**Run 1: congestion heat map**

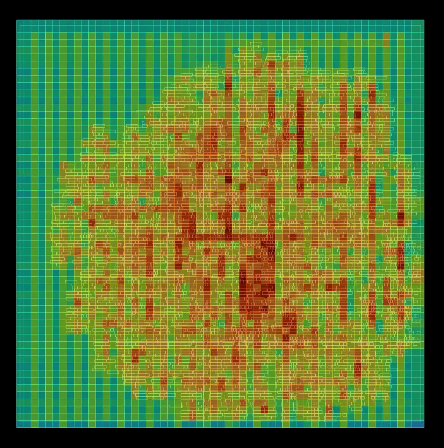
**Run 1: a small window of the routed layout**

Region (181, 102) to (211, 132) µm. Cells in grey, sequential cells in the stronger grey; small squares are vias.
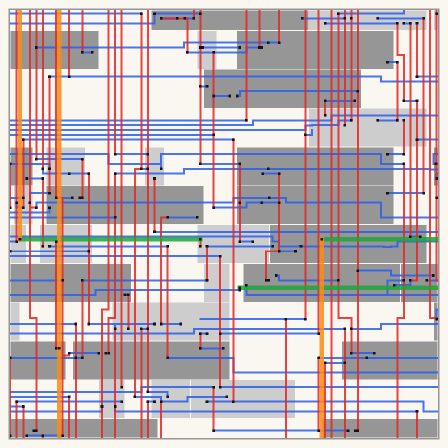
**Run 1: met4 routing**

(1 px per µm) Supply wires on this layer in grey.
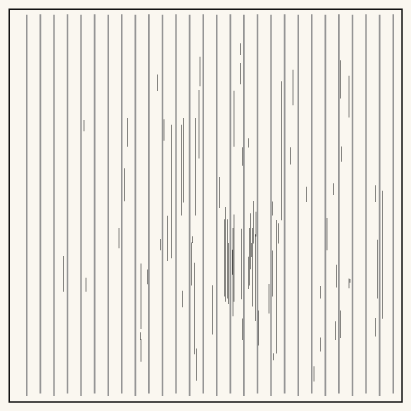
===== src/rtl/scc_pkg.sv =====
// Shared constants and types for the SCC wave-memory slice.
// Table geometry, channel ids and the value returned for reads of nonexistent tables.
package scc_pkg;

  localparam int SCC_WAVE_CHANNELS   = 5;
  localparam int SCC_WAVE_DEPTH_LOG2 = 5;
  localparam int SCC_WAVE_WORDS      = SCC_WAVE_CHANNELS << SCC_WAVE_DEPTH_LOG2;

  localparam logic [2:0] SCC_CH_A = 3'd0;
  localparam logic [2:0] SCC_CH_B = 3'd1;
  localparam logic [2:0] SCC_CH_C = 3'd2;
  localparam logic [2:0] SCC_CH_D = 3'd3;
  localparam logic [2:0] SCC_CH_E = 3'd4;

  localparam logic [7:0] SCC_INVALID_READ = 8'hFF;

  typedef enum logic {
    WAVE_CLEAR,
    WAVE_RUN
  } wave_state_e;

endpackage


===== src/rtl/scc_wave_ram.sv =====
// Single-port synchronous RAM with registered read and no reset.
// Kept as its own module so a vendor block RAM can drop in.
module scc_wave_ram #(
  parameter int WORDS = 160,
  parameter int AW    = 8
) (
  input  logic          clk,
  input  logic          we,
  input  logic [AW-1:0] addr,
  input  logic [7:0]    wdata,
  output logic [7:0]    rdata
);

  logic [7:0] mem [WORDS];
  logic [7:0] rdata_q;

  // Read-before-write; a read of a location written last cycle sees the new byte.
  always_ff @(posedge clk) begin
    if (we) begin
      mem[addr] <= wdata;
    end
    rdata_q <= mem[addr];
  end

  assign rdata = rdata_q;

endmodule


===== src/rtl/scc_wave_memory.sv =====
// Wave-table RAM responder: CPU requests via a 1-deep pending latch, tone fetches
// with fixed 2-cycle latency, and a post-reset clear sweep.
module scc_wave_memory
  import scc_pkg::*;
#(
  parameter int CHANNELS       = SCC_WAVE_CHANNELS,
  parameter int DEPTH_LOG2     = SCC_WAVE_DEPTH_LOG2,
  parameter bit CLEAR_ON_RESET = 1'b1
) (
  input  logic                  clk,
  input  logic                  reset,
  input  logic [2:0]            sram_id,
  input  logic [DEPTH_LOG2-1:0] sram_a,
  input  logic [7:0]            sram_d,
  input  logic                  sram_oe,
  input  logic                  sram_we,
  output logic [7:0]            sram_q,
  output logic                  sram_q_en,
  input  logic                  share_de,
  input  logic                  wave_rd_req,
  input  logic [2:0]            wave_rd_id,
  input  logic [DEPTH_LOG2-1:0] wave_rd_a,
  output logic [7:0]            wave_rd_data,
  output logic                  wave_rd_valid,
  output logic                  busy
);

  localparam int WORDS = CHANNELS << DEPTH_LOG2;
  localparam int AW    = $clog2(WORDS);

  function automatic logic [AW-1:0] lin_idx(input logic [2:0] id,
                                            input logic [DEPTH_LOG2-1:0] a);
    lin_idx = AW'((int'(id) << DEPTH_LOG2) + int'(a));
  endfunction

  wave_state_e           state_q, state_d;
  logic [AW-1:0]         clr_cnt_q, clr_cnt_d;
  logic                  busy_q, busy_d;
  logic                  pend_valid_q, pend_valid_d;
  logic                  pend_we_q, pend_we_d;
  logic [2:0]            pend_id_q, pend_id_d;
  logic [DEPTH_LOG2-1:0] pend_a_q, pend_a_d;
  logic [7:0]            pend_d_q, pend_d_d;
  logic                  s1_tone_q, s1_tone_d;
  logic                  s1_cpu_q, s1_cpu_d;
  logic                  s1_zero_q, s1_zero_d;
  logic                  s1_ff_q, s1_ff_d;
  logic [7:0]            sram_q_q, sram_q_d;
  logic                  sram_q_en_q, sram_q_en_d;
  logic [7:0]            wave_rd_data_q, wave_rd_data_d;
  logic                  wave_rd_valid_q, wave_rd_valid_d;

  logic                  ram_we_req;
  logic                  ram_we;
  logic [AW-1:0]         ram_addr;
  logic [7:0]            ram_wdata;
  logic [7:0]            ram_rdata;
  logic [2:0]            tone_id_eff;
  logic                  tone_ok;
  logic                  cpu_ok;
  logic                  cpu_grant;

  always_comb begin
    state_d         = state_q;
    clr_cnt_d       = clr_cnt_q;
    busy_d          = busy_q;
    pend_valid_d    = pend_valid_q;
    pend_we_d       = pend_we_q;
    pend_id_d       = pend_id_q;
    pend_a_d        = pend_a_q;
    pend_d_d        = pend_d_q;
    s1_tone_d       = 1'b0;
    s1_cpu_d        = 1'b0;
    s1_zero_d       = 1'b0;
    s1_ff_d         = 1'b0;
    sram_q_d        = sram_q_q;
    sram_q_en_d     = 1'b0;
    wave_rd_data_d  = wave_rd_data_q;
    wave_rd_valid_d = 1'b0;
    ram_we_req      = 1'b0;
    ram_addr        = '0;
    ram_wdata       = 8'h00;

    tone_id_eff = (share_de && wave_rd_id == SCC_CH_E) ? SCC_CH_D : wave_rd_id;
    tone_ok     = int'(tone_id_eff) < CHANNELS;
    cpu_ok      = int'(pend_id_q) < CHANNELS;
    cpu_grant   = (state_q == WAVE_RUN) && pend_valid_q && !wave_rd_req;

    // A new request always wins the latch; the old one is granted this cycle if it can be.
    if (sram_oe || sram_we) begin
      pend_valid_d = 1'b1;
      pend_we_d    = sram_we;
      pend_id_d    = sram_id;
      pend_a_d     = sram_a;
      pend_d_d     = sram_d;
    end else if (cpu_grant) begin
      pend_valid_d = 1'b0;
    end

    case (state_q)
      WAVE_CLEAR: begin
        ram_we_req = 1'b1;
        ram_addr   = clr_cnt_q;
        clr_cnt_d  = clr_cnt_q + AW'(1);
        if (clr_cnt_q == AW'(WORDS - 1)) begin
          state_d   = WAVE_RUN;
          busy_d    = 1'b0;
          clr_cnt_d = '0;
        end
        if (wave_rd_req) begin
          s1_tone_d = 1'b1;
          s1_zero_d = 1'b1;
        end
      end
      default: begin
        if (wave_rd_req) begin
          s1_tone_d = 1'b1;
          if (tone_ok) begin
            ram_addr = lin_idx(tone_id_eff, wave_rd_a);
          end else begin
            s1_ff_d = 1'b1;
          end
        end else if (cpu_grant) begin
          if (cpu_ok) begin
            ram_addr = lin_idx(pend_id_q, pend_a_q);
          end
          if (pend_we_q) begin
            ram_we_req = cpu_ok;
            ram_wdata  = pend_d_q;
          end else begin
            s1_cpu_d = 1'b1;
            s1_ff_d  = !cpu_ok;
          end
        end
      end
    endcase

    // Second pipeline stage: RAM data is ready, capture into the output registers.
    if (s1_tone_q) begin
      wave_rd_valid_d = 1'b1;
      wave_rd_data_d  = s1_zero_q ? 8'h00 : (s1_ff_q ? SCC_INVALID_READ : ram_rdata);
    end
    if (s1_cpu_q) begin
      sram_q_en_d = 1'b1;
      sram_q_d    = s1_ff_q ? SCC_INVALID_READ : ram_rdata;
    end
  end

  assign ram_we = ram_we_req && !reset;

  always_ff @(posedge clk) begin
    if (reset) begin
      state_q         <= CLEAR_ON_RESET ? WAVE_CLEAR : WAVE_RUN;
      clr_cnt_q       <= '0;
      busy_q          <= CLEAR_ON_RESET;
      pend_valid_q    <= 1'b0;
      pend_we_q       <= 1'b0;
      pend_id_q       <= '0;
      pend_a_q        <= '0;
      pend_d_q        <= 8'h00;
      s1_tone_q       <= 1'b0;
      s1_cpu_q        <= 1'b0;
      s1_zero_q       <= 1'b0;
      s1_ff_q         <= 1'b0;
      sram_q_q        <= 8'h00;
      sram_q_en_q     <= 1'b0;
      wave_rd_data_q  <= 8'h00;
      wave_rd_valid_q <= 1'b0;
    end else begin
      state_q         <= state_d;
      clr_cnt_q       <= clr_cnt_d;
      busy_q          <= busy_d;
      pend_valid_q    <= pend_valid_d;
      pend_we_q       <= pend_we_d;
      pend_id_q       <= pend_id_d;
      pend_a_q        <= pend_a_d;
      pend_d_q        <= pend_d_d;
      s1_tone_q       <= s1_tone_d;
      s1_cpu_q        <= s1_cpu_d;
      s1_zero_q       <= s1_zero_d;
      s1_ff_q         <= s1_ff_d;
      sram_q_q        <= sram_q_d;
      sram_q_en_q     <= sram_q_en_d;
      wave_rd_data_q  <= wave_rd_data_d;
      wave_rd_valid_q <= wave_rd_valid_d;
    end
  end

  scc_wave_ram #(
    .WORDS (WORDS),
    .AW    (AW)
  ) u_ram (
    .clk   (clk),
    .we    (ram_we),
    .addr  (ram_addr),
    .wdata (ram_wdata),
    .rdata (ram_rdata)
  );

  assign sram_q        = sram_q_q;
  assign sram_q_en     = sram_q_en_q;
  assign wave_rd_data  = wave_rd_data_q;
  assign wave_rd_valid = wave_rd_valid_q;
  assign busy          = busy_q;

endmodule


===== config.mk =====
export PLATFORM = sky130hd
export DESIGN_NAME = scc_wave_memory
export DESIGN_NICKNAME = d
export VERILOG_FILES = /design/src/rtl/scc_pkg.sv /design/src/rtl/scc_wave_ram.sv /design/src/rtl/scc_wave_memory.sv
export SDC_FILE = /design/constraint.sdc
export NUM_CORES = 1
export LEC_CHECK = 0
export ABC_CLOCK_PERIOD_IN_PS = 3700
export CORE_MARGIN = 3
export CORE_UTILIZATION = 35
export CTS_BUF_LIST = sky130_fd_sc_hd__clkbuf_8
export DETAILED_ROUTE_END_ITERATION = 12
export GPL_ROUTABILITY_DRIVEN = 0
export PLACE_DENSITY = 0.54
export SETUP_SLACK_MARGIN = 0.3
export SYNTH_ARGS = -nofsm -noshare
export SYNTH_HDL_FRONTEND = slang
export SYNTH_HIERARCHICAL = 1
export SYNTH_SLANG_ARGS = --single-unit
export TNS_END_PERCENT = 1

===== constraint.sdc =====
create_clock -name clk -period 3.7 [get_ports clk]
set_input_delay 0.74 -clock clk [delete_from_list [all_inputs] [get_ports clk]]
set_output_delay 0.74 -clock clk [all_outputs]
set_load 0.01 [all_outputs]

==> commit_impl_results.txt, run 1 <==
Update PnR metrics after Yosys + OpenROAD run

- Run status: complete, no violations
- The highest supply drop recorded on VDD is 0.000368 V.
- The endpoint of the worst hold path is reported as pend_id_q[1]$_SDFFE_PP0P_.
* Maximum clock frequency: between 200 and 300 MHz
* Die height: 391 µm
- In the detailed route, the total length drawn on met3 is 9280 µm.
- After detailed routing, the wire length on met1 is around 60000 µm.
- Sorting the Yosys area breakdown by cell type puts at the top sky130_fd_sc_hd__edfxtp_1.
- The pre-CTS setup check shows a worst slack of -0.891 ns.
- In the final routed layout, each cell accounts on average for 26.2 µm.
- In the final layout, the multi-input gates occupy ~12000 µm².
- The required time at the worst endpoint is listed as 4.50 ns.
- The net count of the finished layout is 3261.
* Via count of the first global-routing pass: 29300
* Area contributors post-synth: sky130_fd_sc_hd__edfxtp_1 (74%), sky130_fd_sc_hd__mux4_2 (12%), sky130_fd_sc_hd__mux2i_1 (2.3%)
- The chip occupies about 150000 µm².
- Detailed route wirelength on metal2: about 67000 µm
- The pin closest to its max-slew limit shows a slew of 0.951 ns.
- DP Wirelength: approximately 90000 µm
* Commonest cells after routing, fill and taps aside: sky130_fd_sc_hd__edfxtp_1 (1280), sky130_fd_sc_hd__buf_4 (420), sky130_fd_sc_hd__mux4_2 (274)
- Per Yosys stat, the portion of area used by sequential elements is 76.2%.
- Looking at the cell usage after synthesis, the top flip-flop cell is sky130_fd_sc_hd__edfxtp_1.
* Resized Gates After CTS: 19
- For reference, the placement row count at floorplan is 140.
* Post-route DRC: 0
- Overall routing resource usage recorded by global route was 18.2%.
* Setup slack on the worst flop-to-flop path: 0.37 ns
* DRC violation total after the first TritonRoute iteration: 2685
- The number of hold buffers added after CTS was 0.
* Clkbuf count: 217
- Entering global routing, the biggest net connects 161 pins.
* Detailed-route wire length: 139000 µm
- Fill cells in the final layout number 12600.
- Highest routed metal layer: met4
* H-Tree Depth: 4
* Remaining antenna violation count after routing: 0
- From the final report, the count of setup violators was given as 0.
- Flops & latches, synth: 1338
- Synth top area share: 74.0%
## Picture notes: 'congestion heat map'
GRT met3 Usage: 3.66%
post-route core utilization: 42.9%

## Picture notes: 'a small window of the routed layout'
[metal 4] orange
[metal 3] green
[metal 2] red
[metal 1] blue
cells with their middle in the window: 27
sequential cells in the window: 14
most frequent: edfxtp_1 (14), mux4_2 (3), buf_4 (2)
netlist names of flops here include: u_ram/mem (14)

## Picture notes: 'met4 routing'
main direction: vertical
share of all routed wire: 2.3%
nets with wire on the layer: 41
wire length on this layer: 3190 µm
longest straight run: 139 µm

## run 1: synth_stat cells (8+ instances only)
cell type	instances
sky130_fd_sc_hd__mux2i_1	121
sky130_fd_sc_hd__nand3_1	50
sky130_fd_sc_hd__nand2b_1	16
sky130_fd_sc_hd__nand2_1	84
sky130_fd_sc_hd__buf_6	9
sky130_fd_sc_hd__a21oi_1	87
sky130_fd_sc_hd__a211oi_1	19
sky130_fd_sc_hd__dfxtp_1	58
sky130_fd_sc_hd__mux4_2	274
sky130_fd_sc_hd__buf_1	14
sky130_fd_sc_hd__nor3_1	17
sky130_fd_sc_hd__nor2b_1	25
sky130_fd_sc_hd__nor2_1	192
sky130_fd_sc_hd__clkbuf_1	75
sky130_fd_sc_hd__or3_1	9
sky130_fd_sc_hd__and2_1	12
sky130_fd_sc_hd__edfxtp_1	1280
sky130_fd_sc_hd__mux2_2	8
sky130_fd_sc_hd__buf_2	30
sky130_fd_sc_hd__o21ai_0	20
sky130_fd_sc_hd__buf_4	25
sky130_fd_sc_hd__a22oi_1	108
## run 1: cell families after synthesis
family,Yosys count,share of synthesized area [%]
simple gates,439,3.87
mux,410,14.7
fa+ha+maj,1,0.0241
compound gates,277,3.60
buf+inv,160,1.54
flops,1338,76.2
xor+xnor,2,0.0337
## run 1: metal layers
layer / GRT usage, % / vias up
li1: - / 12000
met1: 25.0 / 14800
met2: 29.4 / 1011
met3: 3.66 / 188
met4: 5.49 / 0
met5: 0 / -
## run 1: where the power goes
group	internal, µW	switching (µW)
logic	627	718
clock network	6000	5760
registers	16400	67.9
## run 1: stage by stage
stage,utilization (%),area [µm²],total power (µW)
2_1_floorplan,-,52000,17400
3_3_place_gp,39.9,58600,18100
3_5_place_dp,39.9,58600,18100
4_1_cts,42.7,62600,29900
5_1_grt,42.9,62900,30700
6_report,42.9,62900,29600
**Run 1: logic cells by family**

(1.5 px per µm)
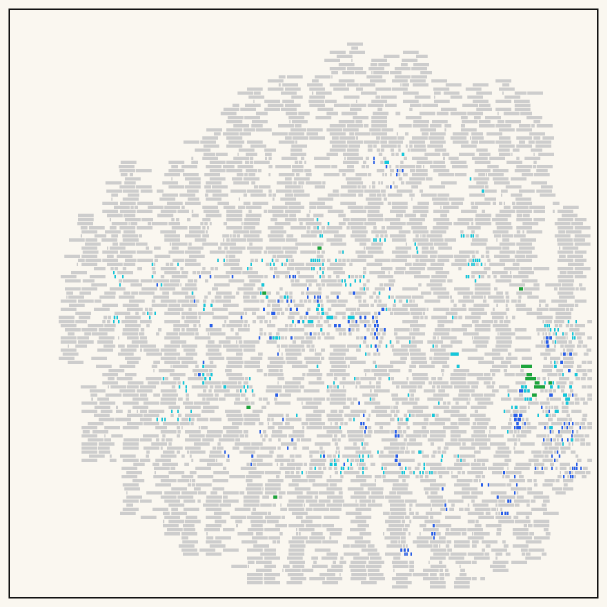

==> run 2: changes to the inputs <==
- CELL_PAD_IN_SITES_DETAIL_PLACEMENT: unset -> 1
- CELL_PAD_IN_SITES_GLOBAL_PLACEMENT: unset -> 1
- CORE_ASPECT_RATIO: unset -> 1.75
- CORE_MARGIN: 3 -> unset
- PLACE_DENSITY: 0.54 -> 0.59
**Run 2: logic cells by family**

(1.5 px per µm)
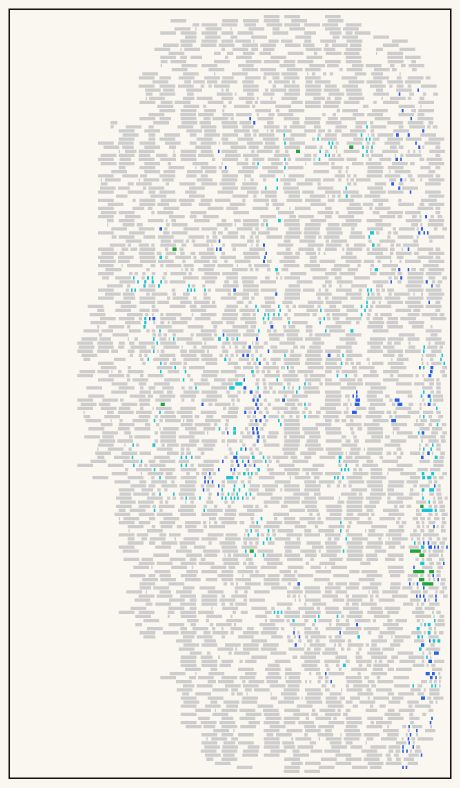
[NAND gates] blue | cells: 164
[AND-OR and OR-AND gates] green | cells: 12
[NOR gates] cyan | cells: 242

==> run 2 against run 1 <==
Global-route usage up 2.5 points. Flip-flop count unchanged. First-iteration DRC count down 26%. Core utilization up 0.32 points. Largest power group unchanged.
==> commit_impl_results.txt, run 2 <==
Update PnR metrics after Yosys + OpenROAD run

- Met1 usage: 22.0% (-3.0 points)
- The sum of met2 wire segment lengths after detailed routing was 87200 µm (+30%).
* Synth top area share: 74.0% (unchanged)
- Max IR drop VDD: 0.000342 V (-7.1%)
- Post-route core utilization: 43.2% (+0.32 points)
* Sequential area share after synthesis: 76.2% (unchanged)
- The via count of the first global-routing pass came to 31200 (+6.2%).
- Detailed-route wire length: 155000 µm (+11%)
* Setup repair after global routing missed its margin: true
* Final-layout worst hold slack: 0.378 ns
- The post-cts sizing count came to 44 (+25).
- Most common cell in the synthesized netlist: sky130_fd_sc_hd__edfxtp_1
- The vertical die dimension came to 512 µm (+31%).
- Largest combinational cell category by area: multiplexers
- Yosys attributes the largest share of cell area to sky130_fd_sc_hd__edfxtp_1 (74%), sky130_fd_sc_hd__mux4_2 (12%), sky130_fd_sc_hd__mux2i_1 (2.3%).
- Required time of the critical path: 4.48 ns (-0.02 ns)
* Register bank with the most flops: u_ram/mem
* Layer with the highest usage: met2
- The number of maximum-capacitance violations recorded for the run is 0.
* Die footprint: 150000 µm² (-2.0%)
* Overall routing resource usage: 20.7% (+2.5 points)
* Remaining antenna violation count after routing: 0 (unchanged)
* Highest routed metal layer: met5
- Standard-cell rows: 186 (+33%)
- The post-detailed-placement cell area came to 59100 µm² (+0.93%).
- The average wire per standard cell came to 28.8 µm (+9.9%).
- Post-route DRC: 0 (unchanged)
- Final instance area: 63600 µm² (+1.1%)
- The synthesized design spends more area on one cell type than any other, namely sky130_fd_sc_hd__edfxtp_1.
- Synthesis area per yosys: 52000 µm²
- GR Util met2: 40.0% (+11 points)
* Routed wl met3: 5520 µm (-40%)
* # setup viols final: 0 (unchanged)
* Transition time of the tightest slew-check pin: 0.827 ns (-0.124 ns)
- The worst slack at placement came to -1.60 ns (-0.710 ns).
- By instance count after routing, the leading logic cell types are sky130_fd_sc_hd__edfxtp_1 (1280), sky130_fd_sc_hd__buf_4 (435), sky130_fd_sc_hd__mux4_2 (274).
- Maximum clock frequency: 285 MHz (-3.6%)
* MUX area fraction: 14.7% (unchanged)
- The run finished with clean final reports.
- The first-iteration detailed-routing DRC count is 1996 (-26%).
* CTS tree: built
- Maximum number of pins on one net before global-route repair: 98 (-39%)
- And+or+nand+nor area frac: 3.87% (unchanged)
- Sorting the synthesized cells by how often they occur yields sky130_fd_sc_hd__edfxtp_1 (1280), sky130_fd_sc_hd__mux4_2 (274), sky130_fd_sc_hd__nor2_1 (192), sky130_fd_sc_hd__mux2i_1 (121), sky130_fd_sc_hd__a22oi_1 (108).
* Final clock skew: 0.0437 ns
- The post-synthesis adder-cell area fraction came to 0.0241% (unchanged).
- The number of nets in the layout is 3288 (+0.83%).
- Flops & latches, synth: 1338 (unchanged)
- GRT met3 Usage: 2.95% (-0.71 points)
- Share of the core filled by cells before placement: 35.3%
* DP Wirelength: 108000 µm (+17%)
[run 2: cell counts after synthesis]
No cell type changed its count.
[run 2: report_power, final]
| group | switching (µW) | leakage (µW) | internal (µW) |
|---|---|---|---|
| combinational | 765 | 0.00656 | 649 |
| clock | 5690 | 0.00210 | 5860 |
| sequential | 69.9 | 0.0152 | 16400 |
[run 2: cell type report]
type                    instances  area [µm²]
diodes                          5        12.5
fillers                     14100       83500
clock buffers                 197        2710
inverters                       6        22.5
well taps                    1974        2470
multi-input cells            1129       11900
repair buffers                597        5890
flip-flops and latches       1338       39600
clock inverters               140         975
[run 2: worst max-delay path, cell delays in order]
cell and delay, ns:
sky130_fd_sc_hd__clkdlybuf4s50_1 0.52, sky130_fd_sc_hd__o21ai_2 0.08, sky130_fd_sc_hd__and3_1 0.22, sky130_fd_sc_hd__a221o_4 0.51
sky130_fd_sc_hd__buf_12 0.17, sky130_fd_sc_hd__buf_16 0.16, sky130_fd_sc_hd__buf_12 0.16, sky130_fd_sc_hd__mux4_2 0.44
sky130_fd_sc_hd__a211oi_1 0.60, sky130_fd_sc_hd__buf_4 0.22, sky130_fd_sc_hd__a211oi_1 0.06, sky130_fd_sc_hd__a21oi_1 0.17
sky130_fd_sc_hd__buf_4 0.14, sky130_fd_sc_hd__nand3_1 0.07
[run 2: final timing paths]
| path | startpoint | to | slack [ns] | cells after the start |
|---|---|---|---|---|
| max | wave_rd_id[2] | u_ram/rdata[0]$_DFF_P_ | 0.19 | 14 |
| min | wave_rd_req | s1_zero_q$_SDFF_PP0_ | 0.38 | 3 |
| max reg2reg | state_q$_SDFF_PP0_ | u_ram/rdata[0]$_DFF_P_ | 0.21 | 13 |
| min reg2reg | pend_d_q[6]$_SDFFE_PP0P_ | pend_d_q[6]$_SDFFE_PP0P_ | 0.46 | 2 |
No activity file was given, so power comes from the tool's default toggle rates.
